Design sdf_stage_ctrl, sky130hd; sources not shown.
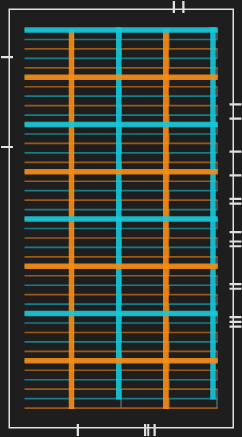
Figure 1: PDN straps and rails.
Pins as bars on the die edge. Tap cells in gray.
| net | color |
|---|---|
| VSS | orange |
| VDD | cyan |
tap cells: 84
met1 rails: 41
rows: 40
placeable core region: 6060 um^2
die height: 120 um

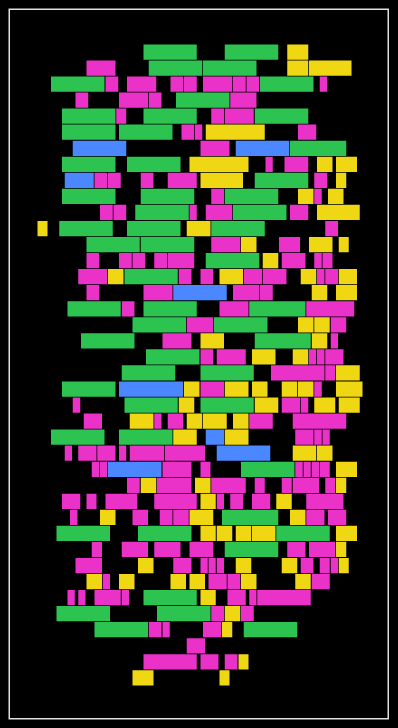
Figure 2: placed cells, one color a class.
| class | color | cells | share of their area |
|---|---|---|---|
| flops | green | 54 | 38% |
| clock drivers and dummy loads | blue | 8 | 5.0% |
| all other logic | magenta | 152 | 36% |
| other buffers and delay cells | yellow | 80 | 21% |
utilization of the core after routing: 0.605
flop share of the area: 0.370

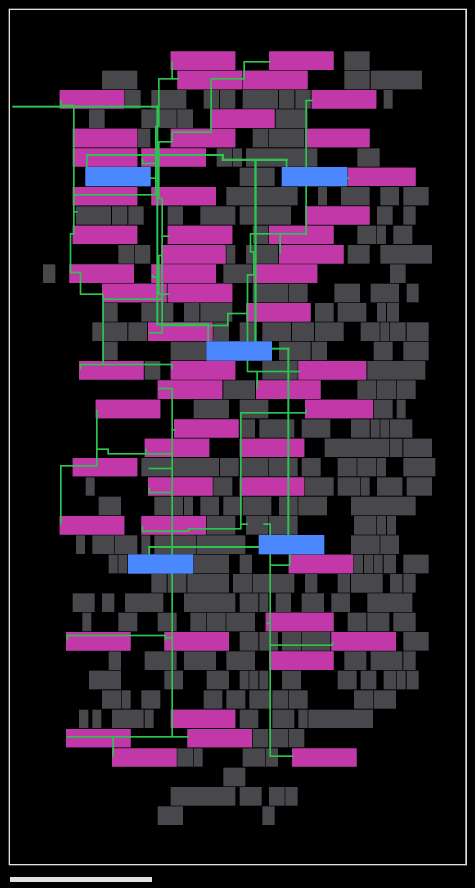
Figure 3: routed clock nets over the placement.
The bar under the picture is 20 um long.
[clock wires] green | length: 651 um
[cells driving clock nets] blue | count: 5
[flip-flops] magenta | count: 54
routed clock nets: 6
Max Clock Skew: 7.72 ps
share of total power in the clock network: 0.270

==> results_tabular.tex <==
% Generated from flow reports
\begin{tabular}{lr}
\hline
Metric & Value \\
\hline
\multicolumn{2}{l}{\textbf{Logic synthesis}} \\
Yosys synthesis chip area & 2360 um\^{}2 \\
Cell Area, Synth & about 2400 um\^{}2 \\
Synthesized-area fraction occupied by and/or/nand/nor cells & 0.249 \\
Xor and xnor fraction of the mapped netlist area & 0.0556 \\
Synth Instances & 214 \\
Synth Seq Share & 0.572 \\
Yosys cell count & 214 \\
FA/HA/MAJ Cells, Area Fraction & 0.0456 \\
Multiplexer share & 0.00901 \\
\multicolumn{2}{l}{\textbf{GRT}} \\
Aggregate global-route resource usage & 0.151 \\
Number of global-route vias before repair & 1883 \\
Pin count of the biggest net entering global routing & 55 \\
Remaining global-route overflow & 0 \\
\multicolumn{2}{l}{\textbf{Critical path}} \\
R2R setup slack & -170 ps \\
Number of buffer and inverter instances along the worst setup path & 2 \\
Type of the worst setup path & flip-flop to output pin \\
Cell family with most CP delay & adder cells \\
Critical-path cell list & ha\_4 > inv\_2 > fa\_2 > nand2\_1 > o211ai\_1 > o21ai\_1 > and2\_4 > buf\_6 \\
Worst Setup End Kind & output pin \\
CP Launch Type & flip-flop \\
\multicolumn{2}{l}{\textbf{Power}} \\
Maximum vdd drop & 1.11 mV \\
Static leakage & 1.68 nW \\
Total power divided by cell area & between 1000 and 1500 nW/um\^{}2 \\
\multicolumn{2}{l}{\textbf{CTS}} \\
Clock-pin slew on the worst setup and hold paths & around 70 ps \\
Count of clock tree sinks & 54 \\
Number of buffers created by CTS & 5 \\
Clock latency of the later-clocked register in the worst-skew pair & 300 ps \\
Clock root buffer master & clkbuf\_16 \\
Number of hold-repair buffers added at the cts stage & 0 \\
\multicolumn{2}{l}{\textbf{Drt}} \\
Routed met1 length & just under 2 mm \\
First DRT Iteration DRCs & 42 \\
Number of vias per cell & 4.79 \\
Detailed-route via count & 1810 \\
First-pass iteration count of the detailed router & 4 \\
Met3 Routed Length & 149 um \\
Routed length on met2 & a little over 3 mm \\
\multicolumn{2}{l}{\textbf{Status}} \\
Result of the run & finished, violations left \\
Violations in the final reports & setup timing \\
\multicolumn{2}{l}{\textbf{STA}} \\
Final setup margin & -396 ps \\
\# setup viols final & 52 \\
Worst slack on hold paths & 230 ps \\
Actual slew at the worst max-slew pin & between 400 and 500 ps \\
Period minus WS final & 2000 ps \\
\multicolumn{2}{l}{\textbf{Place}} \\
Number of port buffers & 21 \\
\multicolumn{2}{l}{\textbf{Run}} \\
Max\_cap viols & 0 \\
\multicolumn{2}{l}{\textbf{Final layout}} \\
Largest register FFs & 33 \\
\multicolumn{2}{l}{\textbf{Floorplan}} \\
Die x size & 64 um \\
\hline
\end{tabular}
==> cell usage in the layout, fill, tap and decap left out, types with 2 or more instances in the layout <==
cell and n:
xnor2_1 8, clkdlybuf4s50_1 9, nor4_1 3, buf_4 40
clkbuf_16 5, nor4_2 5, buf_16 2, nand2b_1 2
nand2_1 13, nand3_1 6, dfrtp_1 50, inv_1 5
dfrtp_2 4, nor2_2 4, ha_4 4, xor2_1 6
nor2_1 14, nand4_1 3, a211oi_2 2, and2_1 2
nor2_4 4, buf_6 15, o21ai_1 3, nor2b_1 22
buf_12 3, inv_2 3, and2_4 4, nor2b_4 14
buf_2 9, ha_1 3
==> synth_stat cells <==
cell type	number	area share
nand3b_1	1	0.0032
a211o_1	1	0.0037
dfrtp_1	54	0.57
buf_6	2	0.0095
nor3_2	1	0.0042
nand2_1	13	0.021
ha_1	7	0.037
a211oi_1	3	0.0095
nand2b_1	2	0.0053
o21ai_0	4	0.0085
clkbuf_1	3	0.0048
and3_1	1	0.0027
o211ai_1	1	0.0032
nor2_1	22	0.035
nand3_1	7	0.015
xor2_1	7	0.026
nand4_1	3	0.0079
mux2i_1	1	0.0042
mux2_2	1	0.0048
nor3_1	1	0.0021
a21oi_1	2	0.0042
nor3b_1	2	0.0064
nand4b_1	1	0.0037
and2_1	6	0.016
a21boi_0	2	0.0064
fa_1	1	0.0085
or4_1	1	0.0032
inv_1	8	0.013
nor4b_1	1	0.0037
nor2b_1	33	0.087
xnor2_1	8	0.030
nor4_1	8	0.021
nor2b_2	3	0.011
buf_2	3	0.0064
==> worst register-to-register path: cells and delay by family (launching register included) <==
kind | cells | cell delay, ps
AND/OR/NAND/NOR | 4 | 920
buffers and inverters | 3 | 420
flip-flops | 1 | 380
==> layout make-up <==
cell class	count	area [um^2]
fillers	488	2390
flip-flops and latches	54	1360
multi-input cells	144	1250
repair buffers	80	741
clock buffers	6	139
well taps	84	105
clock inverters	2	38.8
inverters	8	30.0
==> report_power, final <==
part           leakage [nW]  total, mW  internal (mW)  switching, mW
Clock                0.0875       1.28          0.787          0.494
Sequential            0.724       1.82           1.63          0.183
Combinational         0.865       1.65          0.960          0.693
Total                  1.68       4.75           3.38           1.37
==> routing by layer <==
metal,vias to the layer above,track usage
li1,859,-
met4,0,0.0758
met5,-,0
met3,16,0.0375
met2,31,0.269
met1,904,0.161
==> stage by stage <==
| step | instance area, um^2 | utilization |
|---|---|---|
| after floorplan | 2380 | - |
| after global placement | 2940 | 0.486 |
| after detailed placement | 2940 | 0.486 |
| after CTS | 3460 | 0.572 |
| after global routing | 3660 | 0.605 |
| final | 3660 | 0.605 |
==> logic make-up after synthesis <==
logic type      Yosys count
mux                       2
flops                    54
fa+ha+maj                 8
buf+inv                  16
compound gates           13
simple gates            106
xor+xnor                 15
==> what timing repair did <==
item,4_1_cts,5_1_grt
buffers inserted,16,9
gates cloned,4,0
endpoints found under the setup margin,51,57
resized,86,43
pin swaps,27,12
Power figures rest on the tool's default switching activity, not on a simulated workload.
